==> config.mk <==
export PLATFORM = sky130hd
export DESIGN_NAME = pipe_hazard_ctrl
export DESIGN_NICKNAME = d
export VERILOG_FILES = /design/src/rtl/pipe_hazard_ctrl.sv
export SDC_FILE = /design/constraint.sdc
export NUM_CORES = 1
export LEC_CHECK = 0
export ABC_AREA = 1
export CAP_MARGIN = 10
export CORE_MARGIN = 2
export CORE_UTILIZATION = 35
export DETAILED_ROUTE_END_ITERATION = 8
export PLACE_DENSITY = 0.74
export SYNTH_ARGS = -nofsm -noshare
export SYNTH_HDL_FRONTEND = slang
export SYNTH_SLANG_ARGS = --single-unit
==> constraint.sdc <==
create_clock -name clk -period 1 [get_ports clk]
set_input_delay 0.2 -clock clk [delete_from_list [all_inputs] [get_ports clk]]
set_output_delay 0.2 -clock clk [all_outputs]
set_load 0.01 [all_outputs]
==> src/rtl/pipe_hazard_ctrl.sv <==
// Pipeline sequencing controller: stage enables, flushes and bubbles for load-use, branch and memory-wait hazards.
// Optional build macro HAZARD_STATS_EN adds saturating hazard event counters with a stat_clr input.
//   state      | meaning
//   S_RUN      | pipeline flowing; hazards resolved by priority
//   S_MEM_WAIT | pipeline frozen until mem_ready or timeout
module pipe_hazard_ctrl #(
  parameter int REG_AW      = 5,
  parameter int MEM_TIMEOUT = 16,
  parameter int TMO_W       = 5
) (
  input  logic              clk,
  input  logic              rst_n,
  input  logic [REG_AW-1:0] if_id_rs,
  input  logic [REG_AW-1:0] if_id_rt,
  input  logic              if_id_uses_rt,
  input  logic              id_ex_memread,
  input  logic [REG_AW-1:0] id_ex_rd,
  input  logic              branch_taken,
  input  logic              ex_mem_memrd,
  input  logic              ex_mem_memwr,
  input  logic              mem_ready,
`ifdef HAZARD_STATS_EN
  input  logic              stat_clr,
  output logic [31:0]       stat_lu_stalls,
  output logic [31:0]       stat_br_flushes,
  output logic [31:0]       stat_mem_wait,
`endif
  output logic              pc_en,
  output logic              if_id_en,
  output logic              if_id_flush,
  output logic              id_ex_en,
  output logic              id_ex_flush,
  output logic              ex_mem_en,
  output logic              mem_wb_bubble,
  output logic              mem_err
);

  localparam logic [0:0] S_RUN      = 1'b0;
  localparam logic [0:0] S_MEM_WAIT = 1'b1;
  localparam logic [TMO_W-1:0] TMO  = TMO_W'(MEM_TIMEOUT);

  logic [0:0]       state_q, state_d;
  logic [TMO_W-1:0] cnt_q, cnt_d;
  logic             err_q, err_d;
  logic             mem_req, load_use, flow;

  assign mem_req  = ex_mem_memrd | ex_mem_memwr;
  assign load_use = id_ex_memread && (id_ex_rd != '0) &&
                    ((id_ex_rd == if_id_rs) || (if_id_uses_rt && (id_ex_rd == if_id_rt)));
  assign mem_err  = err_q;

  always_comb begin
    pc_en         = 1'b0;
    if_id_en      = 1'b0;
    if_id_flush   = 1'b0;
    id_ex_en      = 1'b0;
    id_ex_flush   = 1'b0;
    ex_mem_en     = 1'b0;
    mem_wb_bubble = 1'b0;
    state_d       = state_q;
    cnt_d         = cnt_q;
    err_d         = err_q;
    flow          = 1'b0;
    case (state_q)
      S_RUN: begin
        if (mem_req && !mem_ready) begin
          mem_wb_bubble = 1'b1;
          state_d       = S_MEM_WAIT;
          cnt_d         = TMO_W'(1);
        end else begin
          flow = 1'b1;
        end
      end
      S_MEM_WAIT: begin
        if (mem_ready) begin
          flow    = 1'b1;
          state_d = S_RUN;
          cnt_d   = '0;
        end else if (cnt_q >= TMO) begin
          // abandon the access: faulting op leaves EX/MEM without writeback
          ex_mem_en     = 1'b1;
          mem_wb_bubble = 1'b1;
          err_d         = 1'b1;
          state_d       = S_RUN;
          cnt_d         = '0;
        end else begin
          mem_wb_bubble = 1'b1;
          cnt_d         = cnt_q + TMO_W'(1);
        end
      end
      default: begin
        state_d = S_RUN;
        cnt_d   = '0;
      end
    endcase
    if (flow) begin
      pc_en     = 1'b1;
      if_id_en  = 1'b1;
      id_ex_en  = 1'b1;
      ex_mem_en = 1'b1;
      if (branch_taken) begin
        if_id_flush = 1'b1;
        id_ex_flush = 1'b1;
      end else if (load_use) begin
        pc_en       = 1'b0;
        if_id_en    = 1'b0;
        id_ex_flush = 1'b1;
      end
    end
    if (!rst_n) begin
      pc_en         = 1'b0;
      if_id_en      = 1'b0;
      id_ex_en      = 1'b0;
      ex_mem_en     = 1'b0;
      if_id_flush   = 1'b1;
      id_ex_flush   = 1'b1;
      mem_wb_bubble = 1'b1;
    end
  end

  always_ff @(posedge clk or negedge rst_n) begin
    if (!rst_n) begin
      state_q <= S_RUN;
      cnt_q   <= '0;
      err_q   <= 1'b0;
    end else begin
      state_q <= state_d;
      cnt_q   <= cnt_d;
      err_q   <= err_d;
    end
  end

`ifdef HAZARD_STATS_EN
  logic        lu_evt, br_evt, mw_evt;
  logic [31:0] lu_q, br_q, mw_q;

  assign lu_evt = flow && !branch_taken && load_use;
  assign br_evt = flow && branch_taken;
  assign mw_evt = (state_q == S_MEM_WAIT);
  assign stat_lu_stalls  = lu_q;
  assign stat_br_flushes = br_q;
  assign stat_mem_wait   = mw_q;

  always_ff @(posedge clk or negedge rst_n) begin
    if (!rst_n) begin
      lu_q <= '0;
      br_q <= '0;
      mw_q <= '0;
    end else if (stat_clr) begin
      lu_q <= '0;
      br_q <= '0;
      mw_q <= '0;
    end else begin
      if (lu_evt && !(&lu_q)) lu_q <= lu_q + 32'd1;
      if (br_evt && !(&br_q)) br_q <= br_q + 32'd1;
      if (mw_evt && !(&mw_q)) mw_q <= mw_q + 32'd1;
    end
  end
`endif

endmodule

==> run_1/met1.png <==
Bar = 10 um. Supply wires on this layer in gray.
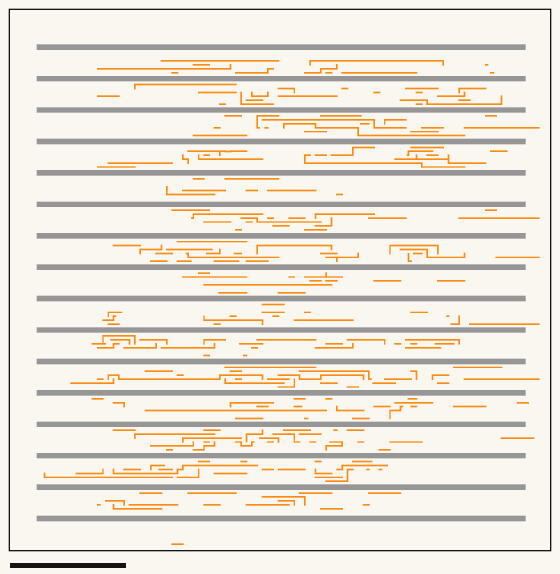
nets with wire on the layer: 161
share of all routed wire: 43%
WL final: 1680 um
total number of vias: 776

==> run_1/met2.png <==
Bar = 10 um.
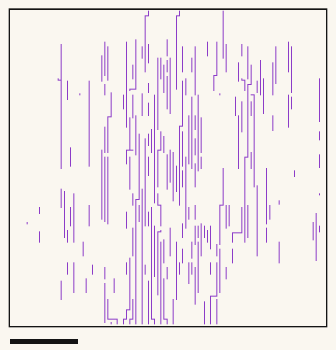
main direction: vertical
wire length on this layer: 881 um
GR met2 Demand/Resource: 34.17%

==> run_1/met3.png <==
Cells faint in the background.
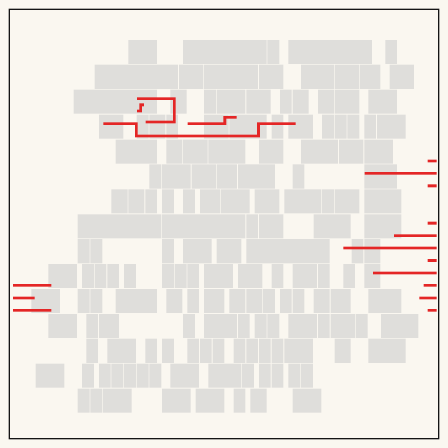
main direction: horizontal
share of all routed wire: 5.0%
longest straight run: 13.3 um
wire length on this layer: 84.4 um
nets with wire on the layer: 18
met3 usage in global routing: 4.615%

==> results.tsv, run 1 <==
stage	metric	value	unit
status	result of the run	finished, violations left	
status	failing checks	setup timing	
place	pre-CTS setup slack	-1.022	ns
cells_and_area	final std cells w/o fill	181	
pwr	Final Total Pwr	1.195	mW
global_route	maximum number of pins on one net before global-route repair	8	
timing	Max Clk Rate	667.0	MHz
place	global placement routability congestion	0.8071	
yosys	leading post-synthesis cells by instance count	sky130_fd_sc_hd__nand2_1, sky130_fd_sc_hd__inv_1, sky130_fd_sc_hd__nor2_1	
yosys	most used standard cell by instance count after synthesis	sky130_fd_sc_hd__nand2_1	
place	DPL Wire Length	1412	um
route	detailed-routing iteration count for the pre-antenna-repair pass	4	
timing	setup repair after global routing missed its margin	true	
yosys	floorplan net count	132	
critical_path	Crit path buffers/inverters	4	
critical_path	cells along the critical path	buf_4 > buf_4 > nor2_1 > inv_2 > nand2_4 > nor2_4 > buf_6	
timing	summed negative setup slack over all endpoints	-4.077	ns
critical_path	critical path arrival	1.30	ns
cells_and_area	sequential cell area in the final layout	175.2	um2
pwr	Worst IR Drop VDD	808.2	uV
timing	final-layout worst hold slack	0.3065	ns
floorplan	placement row count	15	
floorplan	core outline area	0.001727	mm2
worst_hold_path	worst hold path class	in2async	
cells_and_area	proportion of layout cells with a drive suffix above 1	31.41	%
timing	clock tree skew after final layout	0.003632	ns
critical_path	slack of the worst reg-to-reg path	-0.30	ns
place	IO Port Bufs	30	
run	tally of OpenROAD warnings	31	
timing	final worst-path setup slack	-0.4992	ns
floorplan	die width	46.74	um
clocking	TritonCTS clock tree	yes	
critical_path	type of the worst setup path	reg2out	
floorplan	Floorplan Utilization	37.03	%
critical_path	Worst EP required	0.80	ns
timing	ratio of final minimum period to clock period	149.9	%
yosys	FFs w/ async S/R, synth	100.0	%
timing	Max Transition Viols Final	0	
timing	number of hold violations in the final report	0	
clocking	buffer levels on the longest clock path	2	
yosys	warning count from the yosys run	0	
yosys	chip area from the yosys synthesis statistics	639.4	um2
cells_and_area	Post-Layout Inst Area	0.001116	mm2
critical_path	nature of the critical path startpoint	register	
critical_path	largest fanout of any net on the critical path	2	
floorplan	chip area	0.002185	mm2
yosys	Top-area cell share	27.40	%
cells_and_area	net total in the final layout	182	
yosys	ys cells	107	
yosys	flip-flops with a built-in enable	0	
clocking	CTS Buf Count	3	
timing	Period minus WS final	1.499	ns
cells_and_area	final core utilization	64.64	%
run	Max-Cap Viols	0	
clocking	CTS clock-pin slew for the worst setup and hold paths	0.06	ns
route	vias per cell	4.287	
place	number of instances in the placed design	173	
yosys	main area contributors after synthesis	sky130_fd_sc_hd__dfrtp_1, sky130_fd_sc_hd__nand2_1, sky130_fd_sc_hd__inv_1	
cells_and_area	multi-input logic area	386.6	um2
clocking	number of H-tree levels	1	
place	post-detailed-placement cell area	0.001075	mm2
global_route	met1 GRT Util	21.04	%
global_route	vias in the first global route	730	
clocking	CTS Root Cell	sky130_fd_sc_hd__clkbuf_4	
route	Wirelength per Cell	9.282	um
yosys	post-synth cell types	22	
route	number of nets with antenna violations after routing	0	
clocking	Clk Latency, worst-skew pair	0.25	ns
cells_and_area	tally of filler cells in the layout	171	
timing	final tally of setup violations	14	
-- run 1: cells in the final DEF, fill, tap and decap left out, types with 3 or more instances in the layout --
master and n:
sky130_fd_sc_hd__nand2_1 30, sky130_fd_sc_hd__inv_1 22, sky130_fd_sc_hd__dlygate4sd2_1 16, sky130_fd_sc_hd__buf_4 15, sky130_fd_sc_hd__inv_2 8, sky130_fd_sc_hd__nor2_1 8, sky130_fd_sc_hd__dfrtp_1 7, sky130_fd_sc_hd__nand3_1 5
sky130_fd_sc_hd__buf_6 5, sky130_fd_sc_hd__clkdlybuf4s50_1 4, sky130_fd_sc_hd__buf_2 4, sky130_fd_sc_hd__nor2_2 3, sky130_fd_sc_hd__nor2_4 3, sky130_fd_sc_hd__a21oi_1 3, sky130_fd_sc_hd__clkbuf_4 3
-- run 1: final cells by class --
class / count / share of cell area [%]
flip-flops and latches: 7 / 15.70
clock buffers: 4 / 2.354
inverters: 30 / 10.09
multi-input cells: 69 / 34.64
well taps: 25 / 2.803
repair buffers: 46 / 34.42
-- run 1: state kept, by name, indices dropped and copies added, names as in the netlist --
register,flops
cnt_q,5
mem_err,1
state_q,1
-- run 1: routing by layer --
metal | wire, um | vias to the layer above
met5 | 0 | -
met3 | 84 | 0
met1 | 715 | 339
met4 | 0 | 0
met2 | 881 | 23
li1 | - | 414
-- run 1: repair_timing --
item / CTS / global route
endpoints found under the setup margin: 14 / 14
hold buffers: 0 / 0
gates resized: 57 / 6
buffers inserted: 3 / 3
pin swaps: 16 / 6
cloned: 0 / 0
-- run 1: final timing paths --
path / startpoint / end / cells after the start
setup / recovery: state_q / ex_mem_en / 7
hold / removal: rst_n / cnt_q[3] / 2
setup reg to reg: state_q / cnt_q[0] / 7
hold reg to reg: mem_err / mem_err / 1
max in group asynchronous: rst_n / cnt_q[1] / 2
min in group clk: mem_err / mem_err / 1
-- run 1: kinds of logic (layout without fill, tap and decap cells) --
logic type               Yosys count  count (layout)  share of synthesized area [%]
adder cells (fa/ha/maj)            2               2                          3.913
buffers and inverters             31              80                          18.79
AND/OR/NAND/NOR                   54              54                          36.79
XOR/XNOR                           2               2                          2.740
flip-flops                         7               7                          27.40
AND-OR/OR-AND                     11              11                          10.37
-- run 1: report_power, final --
group	total, mW	switching, mW	internal, mW
sequential	0.380	0.0454	0.334
combinational	0.551	0.263	0.288
clock	0.264	0.111	0.153
total	1.19	0.419	0.775
==> run_1/clock_map.png <==
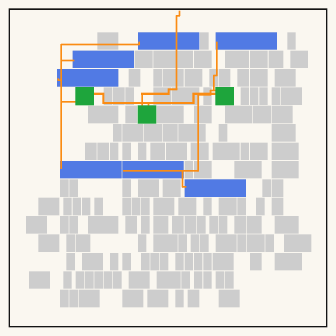

==> run 1 -> run 2 <==
--- a/config.mk
+++ b/config.mk
@@ -5,12 +5,12 @@
 export SDC_FILE = /design/constraint.sdc
 export NUM_CORES = 1
 export LEC_CHECK = 0
-export ABC_AREA = 1
 export CAP_MARGIN = 10
 export CORE_MARGIN = 2
-export CORE_UTILIZATION = 35
+export CORE_UTILIZATION = 32
 export DETAILED_ROUTE_END_ITERATION = 8
-export PLACE_DENSITY = 0.74
+export GPL_ROUTABILITY_DRIVEN = 0
+export PLACE_DENSITY = 0.72
 export SYNTH_ARGS = -nofsm -noshare
 export SYNTH_HDL_FRONTEND = slang
 export SYNTH_SLANG_ARGS = --single-unit
==> constraint.sdc (replaced) <==
create_clock -name clk -period 1.3 [get_ports clk]
set_input_delay 0.26 -clock clk [delete_from_list [all_inputs] [get_ports clk]]
set_output_delay 0.26 -clock clk [all_outputs]
set_load 0.01 [all_outputs]
==> run_2/clock_map.png <==
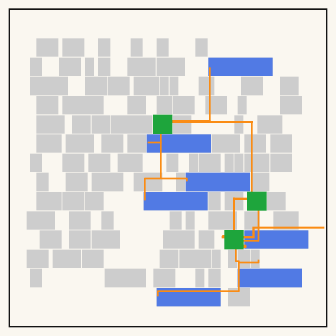
legend:
  flip-flops:
    color: blue
    count: 7
  clock wires:
    color: orange
    length: 115 um
  cells driving clock nets:
    color: green
    count: 3
routed clock nets: 4
Clk Latency, worst-skew pair: 0.26 ns
Clock group: 206 uW

==> run_2/met3.png <==
Cells faint in the background.
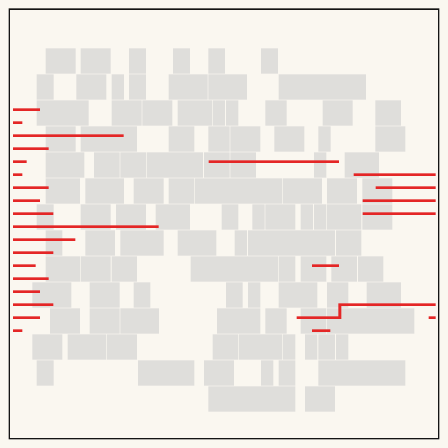
main direction: horizontal
wire length on this layer: 132 um
met3 usage in global routing: 3.600%
total number of vias: 607
WL final: 1419 um

==> run_2/met2.png <==
Bar = 10 um.
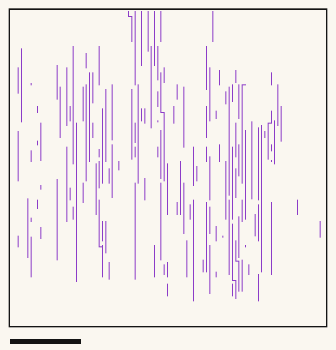
longest straight run: 22.4 um
main direction: vertical
GR met2 Demand/Resource: 26.67%

==> results.tsv, run 2 <==
stage	metric	value	unit	change
timing	pin slew with the least headroom to its limit	0.3033	ns	
cells_and_area	Largest register FFs	5		unchanged
clocking	CTS clock-pin slew for the worst setup and hold paths	0.05	ns	about the same
floorplan	Top-Level Pins	31		
status	result of the run	finished, violations left		
route	DRC violations left	0		
timing	number of hold violations in the final report	0		unchanged
yosys	warning count from the yosys run	0		unchanged
global_route	total congestion overflow	0		
cells_and_area	area growth from synthesis to layout	81.41	%	
place	DPL Wire Length	1149	um	-19%
cells_and_area	most common library cell in the layout ignoring fill and taps	sky130_fd_sc_hd__buf_4		
clocking	number of sinks handled by clock tree synthesis	7		
timing	Max Clk Rate	580.7	MHz	
floorplan	chip area	0.002004	mm2	-8.3%
pwr	Worst IR Drop VDD	319.4	uV	-60%
timing	Max Transition Viols Final	0		unchanged
clocking	TritonCTS clock tree	yes		
critical_path	Worst path top cell family by delay	buffers and inverters		
global_route	number of antenna violations at the first check in global routing	0		
timing	worst-case headroom to the max-slew limit	79.74	%	
cells_and_area	most instantiated logic cells after routing	sky130_fd_sc_hd__buf_4, sky130_fd_sc_hd__dlygate4sd2_1, sky130_fd_sc_hd__xor2_1, sky130_fd_sc_hd__buf_6, sky130_fd_sc_hd__buf_2		
worst_hold_path	worst hold path class	in2async		
critical_path	crit path capture type	primary output		
yosys	average footprint of a synthesized cell	9.013	um2	
yosys	floorplan net count	84		-36%
timing	final tally of setup violations	7		-7
critical_path	slack of the worst reg-to-reg path	0.08	ns	+0.38 ns
place	IO Port Bufs	30		unchanged
critical_path	Crit path largest cell delay	0.24	ns	
place	post-detailed-placement cell area	907.1	um2	-16%
clocking	hold bufs inserted after CTS	0		unchanged
route	Iter 0 DRT Violations	5		
floorplan	placement row count	14		-1
critical_path	launch instance of the worst register-to-register path	cnt_q[4]		
cells_and_area	proportion of layout cells with a drive suffix above 1	45.19	%	+14 points
clocking	number of H-tree levels	1		unchanged
route	detailed-routing iteration count for the pre-antenna-repair pass	4		unchanged
cells_and_area	final core utilization	63.30	%	-1.3 points
critical_path	Worst EP required	1.04	ns	+0.24 ns
timing	ratio of final minimum period to clock period	132.5	%	
critical_path	cells along the critical path	buf_8 > xor2_2 > nor4_2 > a32oi_1 > buf_4 > o311ai_2 > buf_2		
pwr	PD cells	706.7	mW/mm2	
critical_path	type of the worst setup path	in2out		
timing	final-layout worst hold slack	0.3511	ns	+0.04460 ns
yosys	Seq/Total Area, Yosys	32.94	%	
critical_path	endpoint of the worst register-to-register path	cnt_q[2]		
timing	setup repair after global routing missed its margin	true		
critical_path	timing startpoint of the critical path	id_ex_rd[2]		
yosys	most used standard cell by instance count after synthesis	sky130_fd_sc_hd__xor2_1		
run	Max-Cap Viols	0		unchanged
global_route	maximum number of pins on one net before global-route repair	7		-1
yosys	Post-Syn Area	531.8	um2	
yosys	chip area from the yosys synthesis statistics	531.8	um2	-17%
floorplan	Floorplan Utilization	34.89	%	-2.1 points
route	Wirelength per Cell	11.83	um	+27%
yosys	FFs w/ async S/R, synth	100.0	%	unchanged
yosys	post-synth cell types	27		+23%
cells_and_area	Post-Layout Inst Area	964.7	um2	-14%
yosys	Cells after Synth	59		
critical_path	largest fanout of any net on the critical path	3		+1
critical_path	nature of the critical path startpoint	input port		
clocking	CTS Buf Count	3		unchanged
route	vias per cell	5.058		+18%
clocking	CTS Root Cell	sky130_fd_sc_hd__clkbuf_4		
cells_and_area	register with the most flip-flops	cnt_q		
yosys	Top-area cell share	32.94	%	+5.5 points
cells_and_area	diode insertion count for antenna repair	0		
yosys	leading post-synthesis cells by instance count	sky130_fd_sc_hd__xor2_1, sky130_fd_sc_hd__dfrtp_1, sky130_fd_sc_hd__nand2_1		
clocking	buffer levels on the longest clock path	2		unchanged
status	failing checks	setup timing		
global_route	wire length of the first global-routing pass	2235	um	
yosys	cell taking the most area after synthesis	sky130_fd_sc_hd__dfrtp_1		
timing	clock tree skew after final layout	0.002198	ns	-0.001434 ns
yosys	main area contributors after synthesis	sky130_fd_sc_hd__dfrtp_1, sky130_fd_sc_hd__xor2_1, sky130_fd_sc_hd__ha_1		
route	number of nets with antenna violations after routing	0		unchanged
critical_path	critical path arrival	1.46	ns	+0.16 ns
yosys	flip-flops with a built-in enable	0		unchanged
yosys	ys cells	59		-45%
global_route	total global-route track usage	15.15	%	
floorplan	core outline area	0.001524	mm2	-12%
timing	summed negative setup slack over all endpoints	-1.877	ns	+2.200 ns
run	tally of OpenROAD warnings	31		unchanged
timing	final worst-path setup slack	-0.4220	ns	+0.07723 ns
critical_path	Crit path buffers/inverters	3		-1
cells_and_area	net total in the final layout	130		-29%
timing	Period minus WS final	1.722	ns	
yosys	leading register cell type out of synthesis	sky130_fd_sc_hd__dfrtp_1		
critical_path	cells on worst reg2reg path	5		-2
pwr	static leakage power	0.4605	nW	
floorplan	die height	44.77	um	
floorplan	die width	44.77	um	-4.2%
global_route	vias in the first global route	587		-20%
yosys	flip-flop and latch count after synthesis	7		
critical_path	critical-path cell with the highest stage delay	sky130_fd_sc_hd__nor4_2		
-- run 2: netlist changes by cell type in the layout (fill, tap and decap cells not counted), sizes merged, moves of 2 or more --
cell         delta
buf             +3
nor3            +2
inv            -26
xor2            +9
nand2          -27
nand3           -4
a21oi           -3
nor2            -9
dlygate4sd2     -7
-- run 2: what timing repair did --
action / in CTS / in global routing
setup endpoints to repair: 11 / 8
setup buffers: 2 / 3
pin swaps: 16 / 9
resized: 86 / 12
-- run 2: worst max path at each step --
| stage | end | slack [ns] | cells after the start |
|---|---|---|---|
| 5_1_grt | id_ex_flush | -0.50 | 7 |
| 2_1_floorplan | pc_en | -0.26 | 5 |
| 6_report | id_ex_flush | -0.42 | 7 |
| 4_1_cts | id_ex_flush | -0.48 | 7 |
| 3_3_place_gp | id_ex_flush | -1.11 | 6 |
| 3_5_place_dp | id_ex_flush | -1.14 | 6 |
-- run 2: layout make-up --
cell class,instances,area (um2)
Timing Repair Buffer,42,354.1
Inverter,4,15.01
Fill cell,151,559.3
Sequential cell,7,175.2
Tap cell,16,20.02
Multi-Input combinational cell,47,374.1
Clock buffer,4,26.28
-- run 2: kinds of logic after synthesis --
kind of cell,share of synthesized area [%]
XOR/XNOR,18.12
adder cells (fa/ha/maj),4.705
buffers and inverters,4.235
AND-OR/OR-AND,19.06
AND/OR/NAND/NOR,20.94
flip-flops,32.94
-- run 2: metrics by stage --
stage	setup WS, ns	power [mW]	instances
3_5_place_dp	-1.139	0.4761	112
4_1_cts	-0.4773	0.6760	118
2_1_floorplan	-0.2581	0.3336	59
3_3_place_gp	-1.114	0.4720	112
6_report	-0.4220	0.6817	120
5_1_grt	-0.4975	0.7269	120
-- run 2: power breakdown --
part	total, mW	switching (mW)	internal [mW]
registers	0.244	0.0137	0.230
logic	0.233	0.0976	0.135
clock network	0.206	0.0880	0.118
total	0.682	0.199	0.483
-- run 2: routing by layer --
metal	GRT usage [%]	share of wire, %
met3	3.600	9.3
met4	7.273	0.42
met1	17.00	37
met2	26.67	54
met5	0	0
-- run 2: worst register-to-register path, delay by kind of cell, from the launching register on --
family          cells  cell delay (ns)
compound gates      2             0.14
simple gates        2             0.49
flops               1             0.39
buf+inv             1             0.13
No activity file was given, so power comes from the tool's default toggle rates.
